**src/rtl/distance_display_pkg.sv**
```systemverilog
// Shared types and segment tables for the multiplexed seven-segment distance display.
package distance_display_pkg;

   typedef enum logic {RUN, END} disp_state_t;

   localparam logic [6:0] SEG_BLANK = 7'h7F;
   localparam logic [6:0] SEG_DASH  = 7'h3F;

   // Active-low gfedcba patterns; codes 10..15 are not BCD and show a dash.
   localparam logic [6:0] bcd_to_seg [16] = '{
      7'h40, 7'h79, 7'h24, 7'h30, 7'h19, 7'h12, 7'h02, 7'h78,
      7'h00, 7'h10, SEG_DASH, SEG_DASH, SEG_DASH, SEG_DASH, SEG_DASH, SEG_DASH
   };

endpackage

```
**src/rtl/distance_display_seg7_decode.sv**
```systemverilog
// Combinational 4-bit value to active-low seven-segment pattern.
module seg7_decode
   import distance_display_pkg::*;
(
   input  logic [3:0] value_i,
   output logic [6:0] seg_n_o
);

   assign seg_n_o = bcd_to_seg[value_i];

endmodule

```
**src/rtl/distance_display.sv**
```systemverilog
// Scans four snapshotted BCD digits onto a multiplexed active-low display,
// with leading-zero blanking and a blinking "0" once the distance runs out.
//
// state | meaning
// RUN   | show frame snapshot, leading zeros blanked, non-BCD as dash
// END   | distance exhausted: lone "0" on units, blinking per BLINK_FRAMES
module distance_display
   import distance_display_pkg::*;
#(
   parameter int SCAN_DIV     = 50000,
   parameter int BLINK_FRAMES = 125
) (
   input  logic       clk,
   input  logic       reset,
   input  logic [3:0] thousands,
   input  logic [3:0] hundreds,
   input  logic [3:0] tens,
   input  logic [3:0] units,
   input  logic       dist_end,
   input  logic       restart_enable,
   output logic [6:0] seg_n,
   output logic [3:0] an_n,
   output logic       frame_start
);

   localparam int PW = $clog2(SCAN_DIV);
   localparam int BW = $clog2(BLINK_FRAMES + 1);
   localparam logic [PW-1:0] PS_LAST    = PW'(SCAN_DIV - 1);
   localparam logic [BW-1:0] BLINK_LAST = BW'(BLINK_FRAMES - 1);

   logic [PW-1:0]      presc_q, presc_d;
   logic [1:0]         idx_q, idx_d;
   logic [3:0][3:0]    snap_q, snap_d;
   disp_state_t        state_q, state_d;
   logic               hide_q, hide_d;
   logic [BW-1:0]      blink_cnt_q, blink_cnt_d;
   logic [6:0]         seg_n_q, seg_n_d;
   logic [3:0]         an_n_q, an_n_d;
   logic               frame_start_q, frame_start_d;

   logic               tick;
   logic               wrap;
   logic [3:0]         blank;
   logic [3:0]         digit;
   logic [6:0]         digit_seg;

   assign tick = (presc_q == PS_LAST);
   assign wrap = tick && (idx_q == 2'd3);

   seg7_decode u_dec (
      .value_i (digit),
      .seg_n_o (digit_seg)
   );

   // Display uses the snapshot as it will be after this edge, so the units
   // slot that opens a frame already shows the freshly loaded digits.
   assign digit = snap_d[idx_d];

   always_comb begin
      blank[0] = 1'b0;
      blank[3] = (snap_d[3] == 4'd0);
      blank[2] = blank[3] && (snap_d[2] == 4'd0);
      blank[1] = blank[2] && (snap_d[1] == 4'd0);
   end

   always_comb begin
      presc_d       = tick ? '0 : presc_q + PW'(1);
      idx_d         = tick ? idx_q + 2'd1 : idx_q;
      frame_start_d = wrap;
      state_d       = state_q;
      hide_d        = hide_q;
      blink_cnt_d   = blink_cnt_q;
      snap_d        = snap_q;
      seg_n_d       = seg_n_q;
      an_n_d        = an_n_q;

      if (wrap && (state_q == RUN))
         snap_d = {thousands, hundreds, tens, units};

      case (state_q)
         RUN: begin
            if (dist_end && !restart_enable)
               state_d = END;
         end
         END: begin
            if (restart_enable || !dist_end) begin
               state_d     = RUN;
               hide_d      = 1'b0;
               blink_cnt_d = '0;
            end else if (wrap) begin
               if (blink_cnt_q == BLINK_LAST) begin
                  blink_cnt_d = '0;
                  hide_d      = !hide_q;
               end else begin
                  blink_cnt_d = blink_cnt_q + BW'(1);
               end
            end
         end
         default: state_d = RUN;
      endcase

      if (tick) begin
         seg_n_d = SEG_BLANK;
         an_n_d  = 4'hF;
         if (state_q == RUN) begin
            if (!blank[idx_d]) begin
               seg_n_d = digit_seg;
               an_n_d  = ~(4'b0001 << idx_d);
            end
         end else if (!hide_q && (idx_d == 2'd0)) begin
            seg_n_d = bcd_to_seg[0];
            an_n_d  = 4'b1110;
         end
      end
   end

   always_ff @(posedge clk) begin
      if (reset) begin
         presc_q       <= '0;
         idx_q         <= 2'd0;
         snap_q        <= '0;
         state_q       <= RUN;
         hide_q        <= 1'b0;
         blink_cnt_q   <= '0;
         seg_n_q       <= SEG_BLANK;
         an_n_q        <= 4'hF;
         frame_start_q <= 1'b0;
      end else begin
         presc_q       <= presc_d;
         idx_q         <= idx_d;
         snap_q        <= snap_d;
         state_q       <= state_d;
         hide_q        <= hide_d;
         blink_cnt_q   <= blink_cnt_d;
         seg_n_q       <= seg_n_d;
         an_n_q        <= an_n_d;
         frame_start_q <= frame_start_d;
      end
   end

   assign seg_n       = seg_n_q;
   assign an_n        = an_n_q;
   assign frame_start = frame_start_q;

endmodule

```
**config.mk**
```make
export PLATFORM = sky130hd
export DESIGN_NAME = distance_display
export DESIGN_NICKNAME = d
export VERILOG_FILES = /design/src/rtl/distance_display_pkg.sv /design/src/rtl/distance_display_seg7_decode.sv /design/src/rtl/distance_display.sv
export SDC_FILE = /design/constraint.sdc
export NUM_CORES = 1
export LEC_CHECK = 0
export CAP_MARGIN = 20
export CORE_AREA = 2 2 105 107
export DETAILED_ROUTE_END_ITERATION = 6
export DIE_AREA = 0 0 107 109
export PLACE_DENSITY = 0.58
export SYNTH_ARGS = -nofsm -noshare
export SYNTH_HDL_FRONTEND = slang
export SYNTH_SLANG_ARGS = --single-unit
export TNS_END_PERCENT = 50
```
**constraint.sdc**
```tcl
create_clock -name clk -period 5.17 [get_ports clk]
set_input_delay 0.7755 -clock clk [delete_from_list [all_inputs] [get_ports clk]]
set_output_delay 0.7755 -clock clk [all_outputs]
set_load 0.02 [all_outputs]
```
==> qor.yml <==
fin_crit_ns: 3.59
synthSimpleGateAreaFrac_pct: 27.6
required_ns: 5.43
regArea_mm2: 0.00110
nets: 408
core_mm2: 0.0106
ys_warn_count: 0
fp.dieH_um: 109
largest_cell_class: "logic gates"
cts.sinks: 55
fmax_mhz: 279
syn_avg_cell_area_um2: 8.71
outcome: "completed"
hp-class: "flip-flop to flip-flop"
cpMostUsedCell: "ha_1"
startpoint: "idx_q[0]$_SDFF_PP0_"
layout_top_cells: "nand2_1 (59), dfxtp_1 (55), nor2_1 (37)"
synthTopLogicFamily: "simple AND/OR/NAND/NOR gates"
synthFlopType: "dfxtp_1"
worst-setup-path-type: "flip-flop to flip-flop"
cap_violations: 0
max_stage_delay_ns: 0.57
yosys_area_mm2: 0.00311
placed_cell_area_mm2: 0.00347
tns_ns: 0
cp.arrival_ns: 3.84
yosys-top-cells-count: "nand2_1 (59), dfxtp_1 (55), nor2_1 (37)"
htreeDepth: 2
rsz0062_at_grt: "no"
seq-cell-share_pct: 30.7
hold_end: "presc_q[0]$_SDFF_PP0_"
leakage_nw: 1.24
tap_cells: 140
period_used_pct: 69.4
==> layer usage <==
| metal | GRT usage (%) | wire length (um) | vias to the layer above |
|---|---|---|---|
| li1 | - | - | 1297 |
| met1 | 16.5 | 3480 | 1236 |
| met2 | 22.8 | 3470 | 47 |
| met3 | 2.57 | 232 | 10 |
| met4 | 3.62 | 106 | 0 |
| met5 | 0 | 0 | - |
==> power breakdown <==
group / leakage, nW / internal (mW) / switching, mW
Combinational: 0.737 / 0.0188 / 0.0185
Sequential: 0.444 / 0.426 / 0.00230
Clock: 0.0548 / 0.146 / 0.153
==> state kept, by name (all words and copies together) (netlist names) <==
register / count
snap_q: 16
state_q: 1
blink_cnt_q: 7
hide_q: 1
an_n: 4
frame_start: 1
idx_q: 2
seg_n: 7
presc_q: 16
**Routing congestion map**

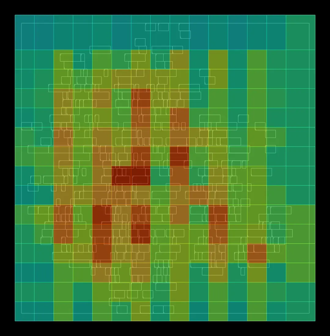
M3 GR Usage: 2.57%
Final Util: 33.8%
GRT met2 Usage: 22.8%

**Nets reached from selected ports**

(3 px per um)
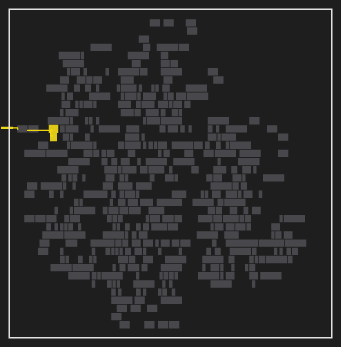
- yellow: `dist_end` (bits 1; direction input; end cells 2; buffers 1; wire 13.7 um)

**Routed metal, one color a layer**

(3 px per um)
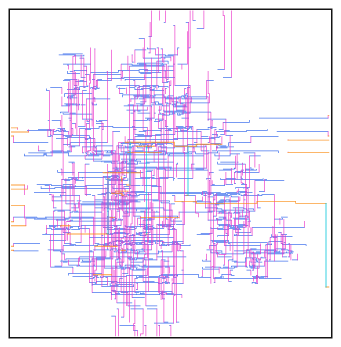
- orange: metal 3 (wire length 232 um)
- cyan: metal 4 (wire length 106 um)
- blue: metal 1 (wire length 3480 um)
- magenta: metal 2 (wire length 3470 um)
wire length per cell: 14.0 um
drt total wl: 7290 um
gr usage total: 13.1%

**Ports around the boundary**

(2 px per um) Pins as bars across the die edge, other pins in gray.
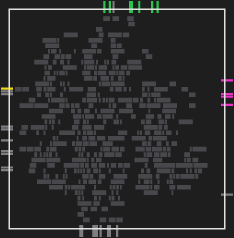
- magenta: `an_n` (pins 4; direction output; edge right)
- yellow: `dist_end` (pins 1; direction input; edge left)
- green: `seg_n` (pins 7; direction output; edge top)

No activity file was given, so power comes from the tool's default toggle rates.
